### Placed cells, one color a class

The bar under the picture is 20 um long. Fill, decap, tap and diode cells in gray.
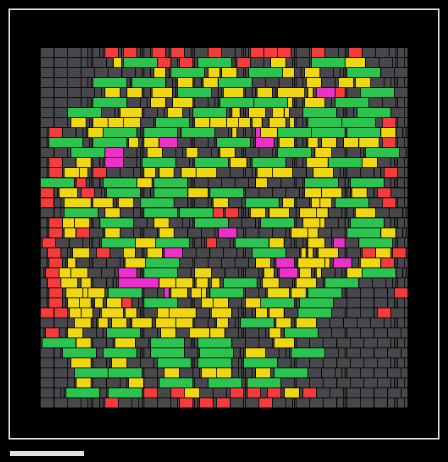
### Where the registers sit

The bar under the picture is 20 um long. Other sequential cells in the stronger gray, the rest of the logic in the fainter gray.
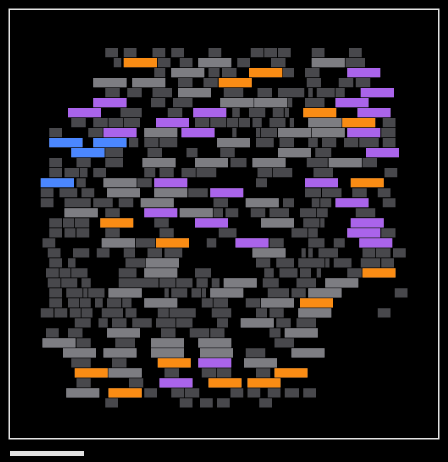
--- config.mk ---
export PLATFORM = sky130hd
export DESIGN_NAME = cla_pipe_adder_flat
export DESIGN_NICKNAME = d
export VERILOG_FILES = /design/src/rtl/cla_pipe_pkg.sv /design/src/rtl/cla_pipe_adder_if.sv /design/src/rtl/cla_slice.sv /design/src/rtl/cla_pipe_adder.sv /design/src/flat_wrapper.sv
export SDC_FILE = /design/constraint.sdc
export NUM_CORES = 1
export LEC_CHECK = 0
export CAP_MARGIN = 15
export CORE_MARGIN = 8
export CORE_UTILIZATION = 45
export CTS_CLUSTER_SIZE = 24
export DETAILED_ROUTE_END_ITERATION = 16
export PLACE_DENSITY = 0.69
export SYNTH_ARGS = -nofsm -noshare
export SYNTH_HDL_FRONTEND = slang
export SYNTH_HIERARCHICAL = 1
export SYNTH_SLANG_ARGS = --single-unit --ignore-timing --ignore-initial --compat-mode --unroll-limit 50000
--- constraint.sdc ---
create_clock -name clk -period 4.4 [get_ports clk]
set_input_delay 1.1 -clock clk [delete_from_list [all_inputs] [get_ports clk]]
set_output_delay 1.1 -clock clk [all_outputs]
set_load 0.01 [all_outputs]
--- src/rtl/cla_pipe_pkg.sv ---
// Shared helpers for the pipelined carry-lookahead adder: slice sizing,
// configuration sanity check and the expanded lookahead carry function.
package cla_pipe_pkg;

  localparam int unsigned MAX_SW = 32;

  function automatic int unsigned slice_width(input int unsigned bits, input int unsigned stages);
    return (stages == 0) ? bits : bits / stages;
  endfunction

  function automatic bit cfg_ok(input int unsigned bits, input int unsigned stages);
    return (stages >= 1) && (bits >= 1) && ((bits % stages) == 0) && ((bits / stages) <= MAX_SW);
  endfunction

  // Each carry is a flat OR of generate terms, so no carry depends on another.
  function automatic logic [MAX_SW:0] lookahead_carries(input logic [MAX_SW-1:0] p,
                                                        input logic [MAX_SW-1:0] g,
                                                        input logic              c);
    logic [MAX_SW:0] cv;
    logic            term;
    cv    = '0;
    cv[0] = c;
    for (int i = 0; i < int'(MAX_SW); i++) begin
      cv[i+1] = g[i];
      for (int j = 0; j < i; j++) begin
        term = g[j];
        for (int m = j + 1; m <= i; m++) term = term & p[m];
        cv[i+1] = cv[i+1] | term;
      end
      term = c;
      for (int m = 0; m <= i; m++) term = term & p[m];
      cv[i+1] = cv[i+1] | term;
    end
    return cv;
  endfunction

endpackage

--- src/rtl/cla_pipe_adder_if.sv ---
// Operand/result handshake bundle for cla_pipe_adder.
// The ovf signal exists only when CLA_PIPE_OVF_EN is defined.
interface cla_pipe_adder_if #(parameter int unsigned BITS = 16);

  logic            in_valid;
  logic            in_ready;
  logic [BITS-1:0] a;
  logic [BITS-1:0] b;
  logic            cin;
  logic            sub;
  logic            out_valid;
  logic            out_ready;
  logic [BITS-1:0] sum;
  logic            cout;
`ifdef CLA_PIPE_OVF_EN
  logic            ovf;
`endif

  modport master (
    output in_valid, a, b, cin, sub, out_ready,
    input  in_ready, out_valid, sum, cout
`ifdef CLA_PIPE_OVF_EN
    , input ovf
`endif
  );

  modport slave (
    input  in_valid, a, b, cin, sub, out_ready,
    output in_ready, out_valid, sum, cout
`ifdef CLA_PIPE_OVF_EN
    , output ovf
`endif
  );

endinterface

--- src/rtl/cla_slice.sv ---
// Combinational SW-bit carry-lookahead slice; also exposes the carry into
// its MSB so the top can derive signed overflow.
module cla_slice
  import cla_pipe_pkg::*;
#(
  parameter int unsigned SW = 4
) (
  input  logic [SW-1:0] a,
  input  logic [SW-1:0] b,
  input  logic          c,
  output logic [SW-1:0] s,
  output logic          cout,
  output logic          msb_cin
);

  logic [SW-1:0]   p;
  logic [SW-1:0]   g;
  logic [MAX_SW:0] cv;

  assign p       = a ^ b;
  assign g       = a & b;
  assign cv      = lookahead_carries(MAX_SW'(p), MAX_SW'(g), c);
  assign s       = p ^ cv[SW-1:0];
  assign cout    = cv[SW];
  assign msb_cin = cv[SW-1];

  // Padding carries beyond the slice width are structurally zero-driven.
  if (SW < MAX_SW) begin : g_pad
    logic unused_hi;
    assign unused_hi = ^cv[MAX_SW:SW+1];
  end

endmodule

--- src/rtl/cla_pipe_adder.sv ---
// Pipelined carry-lookahead adder/subtractor: one SW-bit slice per stage,
// skew registers carry pending operands and finished result slices forward.
// Optional signed-overflow output enabled by defining CLA_PIPE_OVF_EN.
module cla_pipe_adder
  import cla_pipe_pkg::*;
#(
  parameter int unsigned BITS   = 16,
  parameter int unsigned STAGES = 4
) (
  input logic             clk,
  input logic             rst,
  cla_pipe_adder_if.slave bus
);

  localparam int unsigned SW     = slice_width(BITS, STAGES);
  localparam bit          CFG_OK = cfg_ok(BITS, STAGES);

  if (!CFG_OK) begin : g_cfg_err
    $fatal(1, "cla_pipe_adder: BITS must be a multiple of STAGES (STAGES >= 1)");
  end

  logic              en_c;
  logic [BITS-1:0]   b_eff_c;
  logic              c0_c;
  logic [STAGES-1:0] valid_q;

  // Global stall: the whole pipe advances only when the output slot frees up.
  assign en_c         = !bus.out_valid || bus.out_ready;
  assign bus.in_ready = en_c;
  assign b_eff_c      = bus.sub ? ~bus.b : bus.b;
  assign c0_c         = bus.sub | bus.cin;

  always_ff @(posedge clk or posedge rst) begin
    if (rst) begin
      valid_q <= '0;
    end else if (en_c) begin
      valid_q[0] <= bus.in_valid;
      for (int k = 1; k < int'(STAGES); k++) valid_q[k] <= valid_q[k-1];
    end
  end

  for (genvar k = 0; k < STAGES; k++) begin : g_stg
    localparam int unsigned UP = BITS - (k + 1) * SW;

    logic [SW-1:0]         op_a;
    logic [SW-1:0]         op_b;
    logic                  cin_s;
    logic [SW-1:0]         s;
    logic                  co;
    logic                  mc;
    logic                  unused_mc;
    logic [(k+1)*SW-1:0]   sum_d;
    logic [(k+1)*SW-1:0]   sum_q;
    logic                  carry_q;

    if (k == 0) begin : g_src
      assign op_a  = bus.a[SW-1:0];
      assign op_b  = b_eff_c[SW-1:0];
      assign cin_s = c0_c;
      assign sum_d = s;
    end else begin : g_src
      assign op_a  = g_stg[k-1].g_ops.a_q[SW-1:0];
      assign op_b  = g_stg[k-1].g_ops.b_q[SW-1:0];
      assign cin_s = g_stg[k-1].carry_q;
      assign sum_d = {s, g_stg[k-1].sum_q};
    end

    cla_slice #(.SW(SW)) u_slice (
      .a       (op_a),
      .b       (op_b),
      .c       (cin_s),
      .s       (s),
      .cout    (co),
      .msb_cin (mc)
    );

    assign unused_mc = mc;

    always_ff @(posedge clk or posedge rst) begin
      if (rst) begin
        sum_q   <= '0;
        carry_q <= 1'b0;
      end else if (en_c) begin
        sum_q   <= sum_d;
        carry_q <= co;
      end
    end

    // Operand bits not yet consumed, shrinking by one slice per stage.
    if (k < STAGES - 1) begin : g_ops
      logic [UP-1:0] a_nx;
      logic [UP-1:0] b_nx;
      logic [UP-1:0] a_q;
      logic [UP-1:0] b_q;

      if (k == 0) begin : g_nx
        assign a_nx = bus.a[BITS-1:SW];
        assign b_nx = b_eff_c[BITS-1:SW];
      end else begin : g_nx
        assign a_nx = g_stg[k-1].g_ops.a_q[UP+SW-1:SW];
        assign b_nx = g_stg[k-1].g_ops.b_q[UP+SW-1:SW];
      end

      always_ff @(posedge clk or posedge rst) begin
        if (rst) begin
          a_q <= '0;
          b_q <= '0;
        end else if (en_c) begin
          a_q <= a_nx;
          b_q <= b_nx;
        end
      end
    end
  end

  assign bus.out_valid = valid_q[STAGES-1];
  assign bus.sum       = g_stg[STAGES-1].sum_q;
  assign bus.cout      = g_stg[STAGES-1].carry_q;

`ifdef CLA_PIPE_OVF_EN
  logic ovf_q;

  // Signed overflow: carry into MSB disagrees with carry out of MSB.
  always_ff @(posedge clk or posedge rst) begin
    if (rst) begin
      ovf_q <= 1'b0;
    end else if (en_c) begin
      ovf_q <= g_stg[STAGES-1].mc ^ g_stg[STAGES-1].co;
    end
  end

  assign bus.ovf = ovf_q;
`endif

endmodule
--- src/flat_wrapper.sv ---
// flat-port wrapper written by rule: the top's interface ports become plain ports
module cla_pipe_adder_flat import cla_pipe_pkg::*;
#(
  parameter int unsigned BITS   = 16,
  parameter int unsigned STAGES = 4
)
  (clk, rst, bus_in_valid, bus_a, bus_b, bus_cin, bus_sub, bus_out_ready, bus_in_ready, bus_out_valid, bus_sum, bus_cout);
  cla_pipe_adder_if #(.BITS(BITS)) bus_i ();
  input logic clk;
  input logic rst;
  input wire logic [$bits(bus_i.in_valid)-1:0] bus_in_valid;
  input wire logic [$bits(bus_i.a)-1:0] bus_a;
  input wire logic [$bits(bus_i.b)-1:0] bus_b;
  input wire logic [$bits(bus_i.cin)-1:0] bus_cin;
  input wire logic [$bits(bus_i.sub)-1:0] bus_sub;
  input wire logic [$bits(bus_i.out_ready)-1:0] bus_out_ready;
  output wire logic [$bits(bus_i.in_ready)-1:0] bus_in_ready;
  output wire logic [$bits(bus_i.out_valid)-1:0] bus_out_valid;
  output wire logic [$bits(bus_i.sum)-1:0] bus_sum;
  output wire logic [$bits(bus_i.cout)-1:0] bus_cout;
  assign bus_i.in_valid = bus_in_valid;
  assign bus_i.a = bus_a;
  assign bus_i.b = bus_b;
  assign bus_i.cin = bus_cin;
  assign bus_i.sub = bus_sub;
  assign bus_i.out_ready = bus_out_ready;
  assign bus_in_ready = bus_i.in_ready;
  assign bus_out_valid = bus_i.out_valid;
  assign bus_sum = bus_i.sum;
  assign bus_cout = bus_i.cout;
  cla_pipe_adder #(.BITS(BITS), .STAGES(STAGES)) u_core (.clk(clk), .rst(rst), .bus(bus_i));
endmodule
==> results.py <==
# Synthesis and PnR figures
metrics = {
    "timing": {
        "period_needed_ns": 3.35,
        "grt_setup_unrepaired": "false",
    },
    "yosys": {
        "fa_ha_area_share_pct": 7.30,
        "ys_sh_aoi_pct": 3.21,
        "avgSynthCellArea_um2": 15.5,
        "fp_nets": 354,
        "synth_cell_types": 21,
    },
    "clock_network": {
        "clock_path_buffers": 2,
        "cts_tree": "built",
        "cts_htree_levels": 3,
    },
    "worst_setup_path": {
        "r2r_slack_ns": 2.13,
        "path_class": "input port to output port",
        "end_kind": "output port",
    },
    "global_routing": {
        "antenna_found_initial": 0,
    },
    "power_and_ir_drop": {
        "switching_share_pct": 30.0,
        "powerDensity_nw_per_um2": 682,
    },
    "finish": {
        "lay_top_count": "dfrtp_1",
        "drive_above_1_share_pct": 37.2,
    },
    "drt": {
        "vias_per_cell": 4.81,
    },
    "place": {
        "port_buffers": 56,
    },
    "run_status": {
        "status": "completed",
    },
    "floorplanning": {
        "die_area_um2": 13500,
    },
}
About 'Placed cells, one color a class':
[magenta] clock drivers and dummy loads | cells: 15 | share of their area: 3.8%
[green] registers | cells: 96 | share of their area: 46%
[yellow] remaining logic cells | cells: 183 | share of their area: 39%
[red] remaining buffers and delay cells | cells: 61 | share of their area: 11%
site row count: 36
Seq/total area: 44.5%
placeable core region: 9770 um2
final core occ: 55.2%
Design Area, Final: 5390 um2

About 'Where the registers sit':
[blue] `u_core/valid_q` | sequential cells: 4
[purple] `u_core/g_stg.g_ops.a_q` | sequential cells: 24
[orange] `u_core/bus.sum` | sequential cells: 16
not colored: 52
Seq. pwr: 1.50 mW
register area: 2400 um2

[layout make-up]
type                    count  share of cell area [%]
clock buffers              13                    2.95
inverters                   9                   0.673
clock inverters             2                   0.719
flip-flops and latches     96                    44.5
multi-input cells         174                    36.9
repair buffers             61                    11.1
well taps                 133                    3.09
[Yosys cell counts (all sizes together)]
library cell	count	area share [%]
a21oi	4	0.77
dfrtp	96	53
inv	9	0.75
xnor2	6	1.2
a21o	4	0.66
nor2	4	0.33
or2	1	0.14
mux2	95	26
xor2	22	4.9
fa	4	1.8
ha	20	5.5
o211ai	4	1.1
o21a	4	0.66
nand2	4	0.55
nand2b	2	0.44
buf	13	2.2
[per-stage QoR]
step	power [mW]	utilization (%)	hold slack (ns)	setup WS (ns)	cells
final	3.68	55.2	0.506	1.05	488
after global placement	3.10	53.1	0.474	0.964	473
after detailed placement	3.15	53.1	0.467	0.932	473
after floorplan	2.74	-	0.430	0.795	292
after global routing	3.95	55.2	0.523	1.02	488
after CTS	3.75	55.2	0.509	1.02	488
[routing by layer]
layer,part of all wire (%),vias up,routed length [um],global-route usage (%)
met2,48,43,3430,18.9
met5,0,-,0,0
li1,-,1112,-,-
met3,5.8,9,416,5.02
met4,1.1,0,78,3.63
met1,45,1184,3260,14.6
[final timing paths]
kind                                                     end  cells past startpoint
worst max-delay path                            bus_in_ready                      3
worst max register to register  u_core/g_stg[0].g_ops.a_q[5]                      4
worst min-delay path            u_core/g_stg[1].g_ops.b_q[7]                      1
worst min register to register  u_core/g_stg[1].g_ops.b_q[7]                      1
min in group asynchronous                 u_core/bus.sum[15]                      2
max in group asynchronous                  u_core/bus.sum[3]                      3
[worst max-delay path, cell delays in order]
cell and delay [ns]:
clkdlybuf4s50_1 0.45, nand2b_4 0.11, clkdlybuf4s50_1 0.58
Power and IR drop assume default switching activity.
